## src/rtl/seq_divider.sv

```systemverilog
// Sequential restoring divider: unsigned XLEN/XLEN -> quotient, remainder.
// One quotient bit is resolved per OPERATE cycle; a zero divisor short-cuts
// straight to DONE with an all-ones quotient and the dividend as remainder.
module seq_divider #(
  parameter int XLEN = 16
) (
  input  logic            clk,
  input  logic            resetn,
  input  logic            start_i,
  input  logic [XLEN-1:0] dividend_i,
  input  logic [XLEN-1:0] divisor_i,
  input  logic            ack_i,
  output logic            busy_o,
  output logic            done_o,
  output logic [XLEN-1:0] quotient_o,
  output logic [XLEN-1:0] remainder_o,
  output logic            div_by_zero_o
);

  localparam logic [1:0] IDLE    = 2'd0;
  localparam logic [1:0] OPERATE = 2'd1;
  localparam logic [1:0] DONE    = 2'd2;

  localparam int CW = $clog2(XLEN);
  localparam logic [CW-1:0] LAST = CW'(XLEN - 1);

  logic [1:0]      state;
  logic [XLEN-1:0] dvd_q;   // dividend, shifted out MSB-first
  logic [XLEN-1:0] dvs_q;   // captured divisor
  logic [XLEN-1:0] rem_q;   // partial remainder, always < divisor
  logic [XLEN-1:0] quo_q;   // quotient, built LSB-in
  logic [CW-1:0]   cnt_q;
  logic            dbz_q;

  // One restoring step; the shifted value needs XLEN+1 bits, but whenever
  // it is >= divisor the difference is < divisor, so XLEN bits suffice.
  logic [XLEN:0]   shifted;
  logic            ge;
  logic [XLEN-1:0] diff;
  logic [XLEN-1:0] rem_next;

  // Datapath step for the current OPERATE cycle
  always_comb begin
    shifted  = {rem_q, dvd_q[XLEN-1]};
    ge       = (shifted >= {1'b0, dvs_q});
    diff     = shifted[XLEN-1:0] - dvs_q;
    rem_next = ge ? diff : shifted[XLEN-1:0];
  end

  // Control FSM and datapath registers, synchronous active-low reset
  always_ff @(posedge clk) begin
    if (!resetn) begin
      state <= IDLE;
      dvd_q <= '0;
      dvs_q <= '0;
      rem_q <= '0;
      quo_q <= '0;
      cnt_q <= '0;
      dbz_q <= 1'b0;
    end else begin
      case (state)
        IDLE: begin
          if (start_i) begin
            dvd_q <= dividend_i;
            dvs_q <= divisor_i;
            cnt_q <= '0;
            if (divisor_i == '0) begin
              quo_q <= '1;
              rem_q <= dividend_i;
              dbz_q <= 1'b1;
              state <= DONE;
            end else begin
              quo_q <= '0;
              rem_q <= '0;
              dbz_q <= 1'b0;
              state <= OPERATE;
            end
          end
        end
        OPERATE: begin
          rem_q <= rem_next;
          quo_q <= {quo_q[XLEN-2:0], ge};
          dvd_q <= {dvd_q[XLEN-2:0], 1'b0};
          cnt_q <= cnt_q + 1'b1;
          if (cnt_q == LAST) state <= DONE;
        end
        DONE: begin
          // start_i is deliberately not looked at here, even alongside ack
          if (ack_i) state <= IDLE;
        end
        default: state <= IDLE;
      endcase
    end
  end

  // Results are only visible while DONE
  always_comb begin
    busy_o        = (state == OPERATE);
    done_o        = (state == DONE);
    quotient_o    = done_o ? quo_q : '0;
    remainder_o   = done_o ? rem_q : '0;
    div_by_zero_o = done_o & dbz_q;
  end

endmodule

```

## config.mk

```make
export PLATFORM = sky130hd
export DESIGN_NAME = seq_divider
export DESIGN_NICKNAME = d
export VERILOG_FILES = /design/src/rtl/seq_divider.sv
export SDC_FILE = /design/constraint.sdc
export NUM_CORES = 1
export LEC_CHECK = 0
export ABC_AREA = 1
export CORE_UTILIZATION = 25
export CTS_BUF_LIST = sky130_fd_sc_hd__clkbuf_4
export CTS_CLUSTER_DIAMETER = 100
export CTS_CLUSTER_SIZE = 30
export DETAILED_ROUTE_END_ITERATION = 10
export SYNTH_ARGS = -nofsm -noshare
export SYNTH_HDL_FRONTEND = slang
export SYNTH_SLANG_ARGS = --single-unit
```

## constraint.sdc

```tcl
create_clock -name clk -period 2.2 [get_ports clk]
set_input_delay 0.66 -clock clk [delete_from_list [all_inputs] [get_ports clk]]
set_output_delay 0.66 -clock clk [all_outputs]
set_load 0.005 [all_outputs]
```

**Run 1: met1 routing**

(3 px per um) Supply wires on this layer in gray.
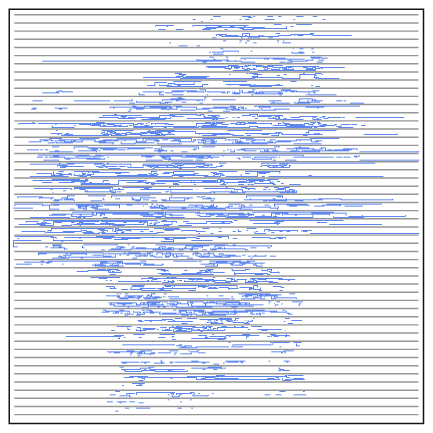
nets with wire on the layer = 763
longest straight run = 66.7 um
wire length on this layer = 6900 um
share of all routed wire = 50%
met1 usage: 0.210
Via Count: 4581

**Run 1: metal 2**

(2 px per um) Cells faint in the background.
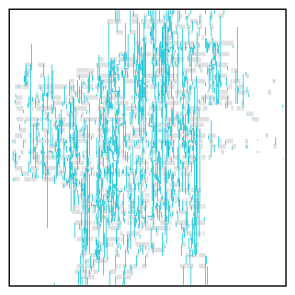
share of all routed wire = 45%
nets with wire on the layer = 646
main direction = vertical
wire length on this layer = 6210 um
longest straight run = 65.3 um
grt met2 use: 0.245
final wirelength: 13800 um

**Run 1: signal wires on met3**

(3 px per um)
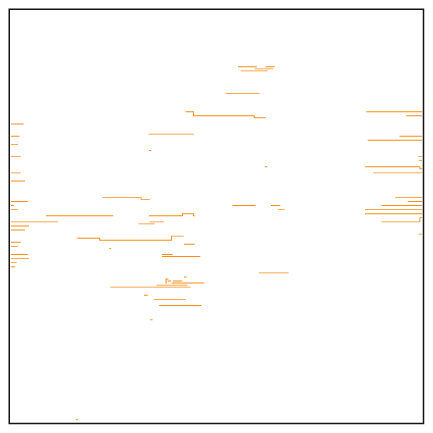
main direction = horizontal
share of all routed wire = 3.9%
Global Route met3 Usage: 0.0224

**Run 1: the metal 4 layer**

(3 px per um) Supply wires on this layer in gray.
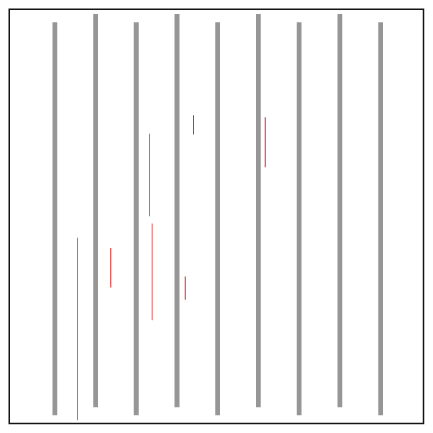
main direction = vertical
nets with wire on the layer = 4
share of all routed wire = 1.2%
wire length on this layer = 163 um
longest straight run = 60.5 um

==> metrics.yaml, run 1 <==
global_route:
  grt_pass1_vias: 4181
  grt_max_degree: 55
  grt_antenna_before_repair: 1
yosys:
  ys_chip_area_um2: 4600
  yosysCellCount: 687
  netlist_area_um2: 4600
  largest_area_cell: "dfxtp_1"
  synth_seq_share: 0.309
clocking:
  insertion_delay_ns: 0.44
  h-tree-depth: 3
  cts_made_buffers: 9
drt:
  vias_per_cell: 4.50
  firstDrtPassIters: 5
  drt_iter0_drc: 381
  drcViolationCount: 0
floorplanning:
  core_region_area_um2: 18000
  dieWidth_um: 138
  chipArea_um2: 18900
worst_hold_path:
  hold_path.class: "flip-flop to flip-flop"
  hp-start: "dvd_q[14]"
critical_path:
  rrSetupSlack_ns: 0.15
  end_kind: "output port"
  r2r_end: "rem_q[15]"
  cp.required_ns: 1.54
  crit_type: "flip-flop to output port"
flow_run:
  maxCapViolCount: 0
  tool_warnings: 28
status:
  outcome: "complete, but fails checks"
  violations: "setup timing"
final_layout:
  regArea_um2: 1420
  mi_logic_area_um2: 2760
  lay_top_count: "nand2_1"
placement:
  portBuffers: 70
  globalplace.congestion: 0.889
sta:
  setup_violations: 14
  worst_clock_skew_ns: 0.0138
  setup_slack_ns: -0.0617
  finalHoldViolations: 0
run 1: per-layer routing:
layer | share of wire | routed length [um]
met4 | 0.012 | 162
met1 | 0.50 | 6900
met3 | 0.039 | 535
met5 | 0 | 0
met2 | 0.45 | 6210
run 1: worst max-delay path: stages (launching register included):
cell	delay, ns
dfxtp_2	0.36
inv_2	0.05
nor2_4	0.12
clkinv_4	0.10
buf_6	0.15
buf_12	0.15
nor2_4	0.10
buf_2	0.11
run 1: power by group:
group	switching [W]	internal (W)
Clock	0.000574	0.000255
Combinational	0.00145	0.000907
Sequential	0.000108	0.00145
Total	0.00213	0.00261
run 1: cell type report:
type	instances	area share
multi-input combinational	476	0.457
timing repair buffer	118	0.169
tap	229	0.0475
clock inverter	7	0.0102
sequential	71	0.236
inverter	107	0.0675
antenna	1	0.000415
clock buffer	9	0.0112
run 1: worst min-delay path by stage:
stage | endpoint | slack (ns) | cells after the start
after CTS | dvd_q[14] | 0.47 | 2
after global routing | dvd_q[14] | 0.49 | 2
after detailed placement | dvd_q[14] | 0.45 | 2
after floorplan | dvd_q[14] | 0.42 | 2
after global placement | dvd_q[14] | 0.44 | 2
final | dvd_q[14] | 0.46 | 2
run 1: sequential cells by signal (all words and copies together), names as in the netlist:
signal / flops
quo_q: 16
dvs_q: 16
rem_q: 16
dvd_q: 16
cnt_q: 4
dbz_q: 1
state: 2
run 1: kinds of logic after synthesis:
family                   share of synthesized area
buffers and inverters                        0.129
flip-flops                                   0.309
adder cells (fa/ha/maj)                     0.0506
AND-OR/OR-AND                                0.196
XOR/XNOR                                    0.0133
AND/OR/NAND/NOR                              0.302
run 1: timing repair:
item / 4_1_cts / 5_1_grt
gates cloned: 3 / 0
resized: 178 / 24
hold buffers: 0 / 0
pin swaps: 3 / 6
endpoints found under the setup margin: 35 / 42
buffers inserted: 15 / 2
**Run 1: cell outlines without signal wires**

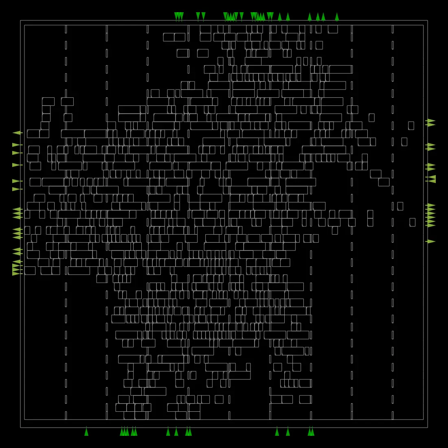

--- run 2 (diff from run 1) ---
==> constraint.sdc (replaced) <==
create_clock -name clk -period 1.99 [get_ports clk]
set_input_delay 0.597 -clock clk [delete_from_list [all_inputs] [get_ports clk]]
set_output_delay 0.597 -clock clk [all_outputs]
set_load 0.005 [all_outputs]
**Run 2: cell outlines without signal wires**

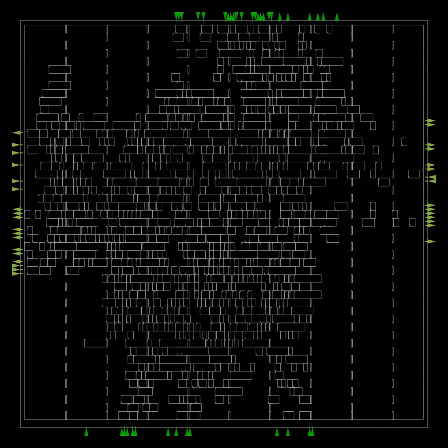
Fill cells: 1911
Seq/total area: 0.217
final core utilization: 0.367
Seq cells: 71
# rows: 49

**Run 2: ports around the boundary**

(3 px per um) Pins as bars across the die edge, other pins in gray.
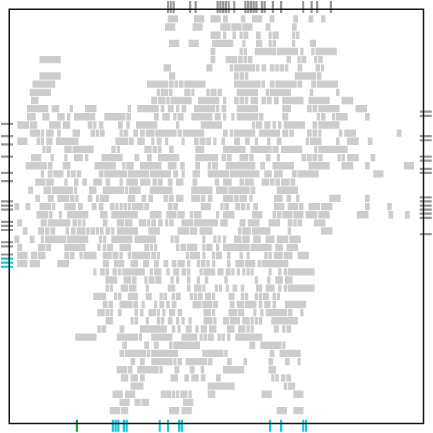
clk -> green  # pins 1, direction input, edge bottom
divisor_i -> cyan  # pins 16, direction input, edge 13 bottom, 3 left
all pins by edge = 24 top, 18 left, 15 right, 14 bottom
chip width: 138 um
port buffer count: 70

==> run 2 against run 1 <==
The flow still finishes with violations (setup timing). Flip-flop count unchanged. Sequential share of layout area decreased by 1.9 points. Largest power group unchanged. Sequential power increased by about 10%. Worst hold slack improved by 0.0064 ns. Largest cell class unchanged. Global-route usage increased by 0.84 points.
==> metrics.yaml, run 2 <==
yosys:
  ys_sh_xor: 0.0133
  mux_share: 0
  largest_area_cell: "dfxtp_1"
  ys_chip_area_um2: 4600
  ys_sh_adder: 0.0506
  synthAoiAreaFrac: 0.196
  ys_top_logic_family: "simple AND/OR/NAND/NOR gates"
  yosysCellCount: 687
worst_hold_path:
  hold_path.class: "flip-flop to flip-flop"
  hp-start: "dvs_q[15]"
  whs_path_depth: 2
  hold_end: "dvs_q[15]"
drt:
  drcViolationCount: 0
  drt_iter0_drc: 307
  firstDrtPassIters: 6
  vias_per_cell: 4.56
status:
  outcome: "complete, but fails checks"
  violations: "setup timing"
clocking:
  cts_made_buffers: 9
  insertion_delay_ns: 0.48
  hold_buffers: 0
  h-tree-depth: 3
critical_path:
  rrSetupSlack_ns: 0.10
  r2r_end: "quo_q[3]"
  end_kind: "output port"
  crit_type: "flip-flop to output port"
global_route:
  grt_antenna_before_repair: 1
  grt_pass1_vias: 4413
  grt_max_degree: 55
sta:
  finalHoldViolations: 0
  setup_slack_ns: -0.230
  setup_violations: 33
power_and_ir_drop:
  sw_frac_of_total: 0.443
  pwr-share-seq: 0.301
floorplanning:
  core_region_area_um2: 18000
  chipArea_um2: 18900
placement:
  globalplace.congestion: 0.863
flow_run:
  maxCapViolCount: 0
[run 2: cell counts after synthesis]
Identical to the previous run, type by type.
[run 2: final cells by class]
| class | instances | area (um2) | share of cell area |
|---|---|---|---|
| multi-input combinational | 477 | 3020 | 0.458 |
| sequential | 71 | 1430 | 0.217 |
| timing repair buffer | 143 | 1300 | 0.197 |
| inverter | 107 | 418 | 0.0634 |
| tap | 229 | 287 | 0.0435 |
| clock buffer | 9 | 67.6 | 0.0103 |
| clock inverter | 7 | 63.8 | 0.00968 |
| antenna | 1 | 2.50 | 0.000380 |
[run 2: power by group through the flow]
| stage | combinational, W | sequential (W) | clock (W) |
|---|---|---|---|
| floorplan | 0.00189 | 0.00170 | 0 |
| global placement | 0.00266 | 0.00174 | 0 |
| detailed placement | 0.00269 | 0.00174 | 0 |
| CTS | 0.00282 | 0.00172 | 0.000956 |
| global route | 0.00341 | 0.00176 | 0.00104 |
| finish | 0.00309 | 0.00173 | 0.000944 |
[run 2: critical path: stages, from the launching register on]
cell and delay [ns]:
dfxtp_2 0.36, inv_2 0.05, nor2_4 0.11, clkinv_4 0.08, buf_12 0.13, buf_12 0.13, buf_6 0.12, nor2_4 0.06
buf_2 0.12
[run 2: what timing repair did]
item,CTS,global route
setup buffers,11,3
setup endpoints to repair,50,68
cloned,3,2
pin swaps,5,16
gates resized,190,82
[run 2: cell families after synthesis]
group	count (synthesis)
AND/OR/NAND/NOR	284
adder cells (fa/ha/maj)	18
XOR/XNOR	7
AND-OR/OR-AND	167
flip-flops	71
buffers and inverters	140
[run 2: layer usage]
metal,GRT usage,share of wire
met5,0,0
met4,0.0415,0.0084
met3,0.0302,0.042
met2,0.265,0.47
met1,0.213,0.48
Power is estimated from default activity; no workload was simulated.
